<file path="src/rtl/inst_fetch_queue.sv">
// In-order Fetch-to-Decode instruction queue: FETCH_W lanes in, ISSUE_W lanes out, DEPTH-entry ring.
// Optional same-cycle enqueue-to-dequeue bypass when empty: define INST_FETCH_QUEUE_BYPASS_EN.
module inst_fetch_queue #(
   parameter int WIDTH   = 32,
   parameter int FETCH_W = 2,
   parameter int ISSUE_W = 2,
   parameter int DEPTH   = 8
) (
   input  logic                           clk,
   input  logic                           rst,
   input  logic                           flush,
   input  logic [FETCH_W-1:0]             enq_valid,
   input  logic [FETCH_W*WIDTH-1:0]       enq_inst,
   input  logic [FETCH_W*WIDTH-1:0]       enq_pc,
   input  logic [FETCH_W-1:0]             enq_bp_taken,
   output logic                           enq_ready,
   output logic [ISSUE_W-1:0]             deq_valid,
   output logic [ISSUE_W*WIDTH-1:0]       deq_inst,
   output logic [ISSUE_W*WIDTH-1:0]       deq_pc,
   output logic [ISSUE_W-1:0]             deq_bp_taken,
   input  logic [$clog2(ISSUE_W+1)-1:0]   deq_take,
   output logic [$clog2(DEPTH+1)-1:0]     count,
   output logic                           full,
   output logic                           empty
);

   localparam int PW = $clog2(DEPTH);
   localparam int CW = $clog2(DEPTH+1);
   localparam int BW = (FETCH_W < ISSUE_W) ? FETCH_W : ISSUE_W;

   logic [WIDTH-1:0] inst_mem_r [DEPTH];
   logic [WIDTH-1:0] pc_mem_r   [DEPTH];
   logic             bp_mem_r   [DEPTH];

   logic [PW-1:0] head_r;
   logic [PW-1:0] tail_r;
   logic [CW-1:0] count_r;

   logic [CW-1:0] n_run_s;
   logic          run_s;
   logic [CW-1:0] n_enq_s;
   logic [CW-1:0] n_deq_s;
   logic [CW-1:0] avail_s;
   logic [CW-1:0] take_s;
   logic [CW-1:0] skip_s;
   logic          bypass_s;

   assign count     = count_r;
   assign full      = (count_r == CW'(DEPTH));
   assign empty     = (count_r == {CW{1'b0}});
   assign enq_ready = ((CW'(DEPTH) - count_r) >= CW'(FETCH_W));

   // Accepted lanes: leading run of valid lanes, none when the queue cannot take a full group.
   always_comb begin
      n_run_s = {CW{1'b0}};
      run_s   = 1'b1;
      for (int i = 0; i < FETCH_W; i++) begin
         if (run_s && enq_valid[i]) begin
            n_run_s = n_run_s + CW'(1);
         end else begin
            run_s = 1'b0;
         end
      end
      if (enq_ready) begin
         n_enq_s = n_run_s;
      end else begin
         n_enq_s = {CW{1'b0}};
      end
   end

   // Dequeue count clamped to what is visible; with bypass, an empty queue exposes the incoming lanes.
   always_comb begin
      avail_s  = count_r;
      skip_s   = {CW{1'b0}};
      bypass_s = 1'b0;
      take_s   = CW'(deq_take);
`ifdef INST_FETCH_QUEUE_BYPASS_EN
      bypass_s = (count_r == {CW{1'b0}}) && !flush;
      if (bypass_s) begin
         avail_s = n_enq_s;
      end else begin
         avail_s = count_r;
      end
`endif
      if (take_s > avail_s) begin
         n_deq_s = avail_s;
      end else begin
         n_deq_s = take_s;
      end
`ifdef INST_FETCH_QUEUE_BYPASS_EN
      if (bypass_s) begin
         skip_s = n_deq_s;
      end else begin
         skip_s = {CW{1'b0}};
      end
`endif
   end

   // First-word-fall-through head lanes, optionally overridden by the bypass path.
   always_comb begin
      for (int i = 0; i < ISSUE_W; i++) begin
         deq_valid[i]              = (count_r > CW'(i));
         deq_inst[i*WIDTH +: WIDTH] = inst_mem_r[head_r + PW'(i)];
         deq_pc[i*WIDTH +: WIDTH]   = pc_mem_r[head_r + PW'(i)];
         deq_bp_taken[i]            = bp_mem_r[head_r + PW'(i)];
      end
      if (bypass_s) begin
         for (int i = 0; i < ISSUE_W; i++) begin
            deq_valid[i] = (CW'(i) < n_enq_s);
         end
         for (int i = 0; i < BW; i++) begin
            deq_inst[i*WIDTH +: WIDTH] = enq_inst[i*WIDTH +: WIDTH];
            deq_pc[i*WIDTH +: WIDTH]   = enq_pc[i*WIDTH +: WIDTH];
            deq_bp_taken[i]            = enq_bp_taken[i];
         end
      end else begin
         deq_valid = deq_valid;
      end
   end

   // Pointer and occupancy registers; flush clears everything and overrides traffic.
   always_ff @(posedge clk or negedge rst) begin
      if (!rst) begin
         head_r  <= {PW{1'b0}};
         tail_r  <= {PW{1'b0}};
         count_r <= {CW{1'b0}};
      end else if (flush) begin
         head_r  <= {PW{1'b0}};
         tail_r  <= {PW{1'b0}};
         count_r <= {CW{1'b0}};
      end else begin
         head_r  <= head_r + PW'(n_deq_s);
         tail_r  <= tail_r + PW'(n_enq_s);
         count_r <= count_r + n_enq_s - n_deq_s;
      end
   end

   // Entry storage; lanes already consumed through the bypass are not written.
   always_ff @(posedge clk) begin
      for (int i = 0; i < FETCH_W; i++) begin
         if (!flush && (CW'(i) < n_enq_s) && (CW'(i) >= skip_s)) begin
            inst_mem_r[tail_r + PW'(i)] <= enq_inst[i*WIDTH +: WIDTH];
            pc_mem_r[tail_r + PW'(i)]   <= enq_pc[i*WIDTH +: WIDTH];
            bp_mem_r[tail_r + PW'(i)]   <= enq_bp_taken[i];
         end
      end
   end

endmodule

</file>
<file path="config.mk">
export PLATFORM = sky130hd
export DESIGN_NAME = inst_fetch_queue
export DESIGN_NICKNAME = d
export VERILOG_FILES = /design/src/rtl/inst_fetch_queue.sv
export SDC_FILE = /design/constraint.sdc
export NUM_CORES = 1
export LEC_CHECK = 0
export CAP_MARGIN = 20
export CORE_MARGIN = 2
export CORE_UTILIZATION = 54
export CTS_CLUSTER_DIAMETER = 200
export DETAILED_ROUTE_END_ITERATION = 10
export PLACE_DENSITY = 0.78
export SLEW_MARGIN = 0
export SYNTH_ARGS = -nofsm -noshare
export SYNTH_HDL_FRONTEND = slang
export SYNTH_SLANG_ARGS = --single-unit
</file>
<file path="constraint.sdc">
create_clock -name clk -period 9.18 [get_ports clk]
set_clock_uncertainty 0.15 [all_clocks]
set_input_delay 1.836 -clock clk [delete_from_list [all_inputs] [get_ports clk]]
set_output_delay 1.836 -clock clk [all_outputs]
set_load 0.005 [all_outputs]
</file>
Fig. 1: cell placement
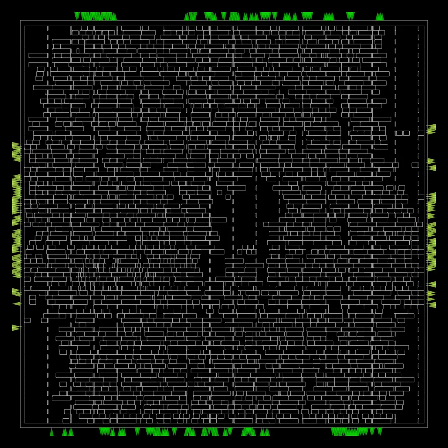
flip-flops: 530
Core ar.: 56,390 um^2
core utilization of the finished layout: 63.96%
n_taps: 756
flop share of the area: 44.03%

Fig. 2: port wiring
(1.5 px per um)
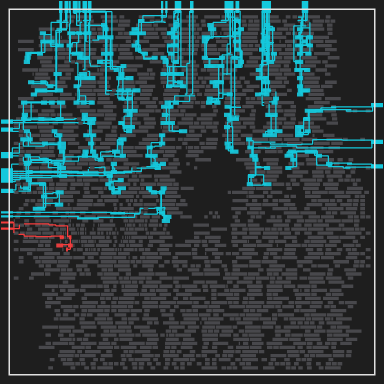
`enq_pc`: marked cyan, bits 64, direction input, edge 40 top, 18 left, 6 right, end cells 256, buffers 64, wire 5,940 um. `deq_take`: marked red, bits 2, direction input, edge left, end cells 6, buffers 2, wire 108 um.
# IOs: 276
PortBufs: 275

Fig. 3: cells by drive strength
(1.5 px per um)
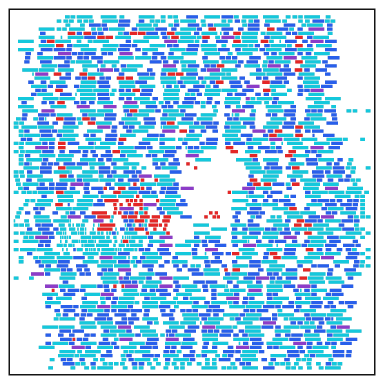
drive 2: marked blue, cells 848, share 43%. drive 3 to 4: marked red, cells 132, share 6.7%. drive 1 or less: marked cyan, cells 915, share 47%. drive 6 and up: marked purple, cells 67, share 3.4%.
PnR worst setup slack: 2784 ps
Layout area overhead: 17.27%
nonclk buf count: 312
post-route cell area: 36,060 um^2

==> flow_summary_export.csv <==
group,metric,value,unit
cells_and_area,largest_class,"sequential cells",
power_and_ir_drop,seqPwrFrac,30.0,%
route,firstDrtPassIters,5,
global_routing,grt-busiest-layer,"met2",
placement,pre_cts_ws,3316,ps
power_and_ir_drop,irDropWorstVdd,0.2969,mV
synthesis,ys.flop_type,"edfxtp_1",
worst_setup_path,crit_fanout,57,
synthesis,netlist.area_leader.share,50.78,%
outcome,outcome,"finished, final reports clean",
synthesis,synth_area_per_cell,18.29,um^2
synthesis,top_cells_by_count,"572 x mux2_2, 520 x edfxtp_1, 260 x mux4_2",
synthesis,edf_count,520,
global_routing,met2_usage,45.96,%
clocking,cts_setup_buffers,0,
floorplan,die_area,58870,um^2
timing,hold_viol_final,0,
cells_and_area,layout-drive-gt1-share,53.36,%
worst_setup_path,cp_num_buf_inv,2,
synthesis,netlist_area,30750,um^2
worst_setup_path,slowest_delay,1070,ps
timing,finalCritPeriodShare,69.67,%
synthesis,yosys_cells,1681,
placement,place_inst,2619,
worst_setup_path,crit_path_start,"head_r[0]$_DFF_PN0_",
clocking,path_clk_slew,60,ps
power_and_ir_drop,pg_seq,3.30,mW
synthesis,postSynthSeqShare,51.59,%
route,wl_met2,40900,um
cells_and_area,nNonClkInverters,14,
worst_setup_path,arrival,4410,ps
power_and_ir_drop,maxPowerGroup,"combinational cells",
clocking,cts_sinks,530,
synthesis,synthCells,1681,
global_routing,grtUsageTotal,27.56,%
synthesis,synth_warnings,0,
Fig. 4: metal 1
(2 px per um) Supply wires on this layer in gray.
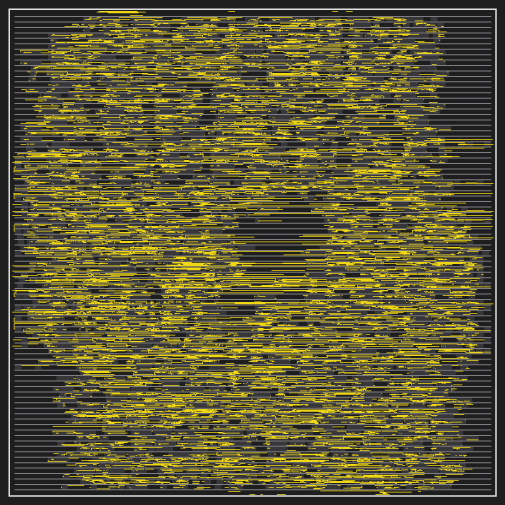
The wires run mostly horizontal. The longest straight run is 72.2 um. The layer carries 32.7 mm of wire.
final WL: 81,060 um
via count: 17,805
grt met1 use: 37.71%

Fig. 5: local utilization
(1.5 px per um) The die is cut into 24 by 24 equal tiles; dark blue is low, red is high, 0 to 100% covered.
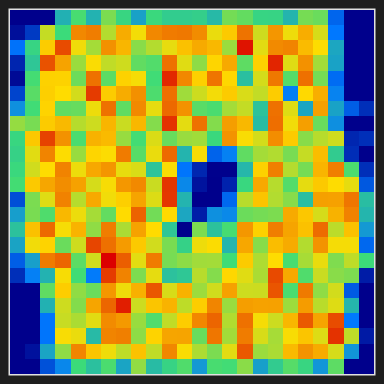
The mean over all tiles is 60%. 7.1% of the tiles are nearly empty. The fullest tile reaches 100%. 34% of the tiles are over 75% full.
FP Util: 54.54%

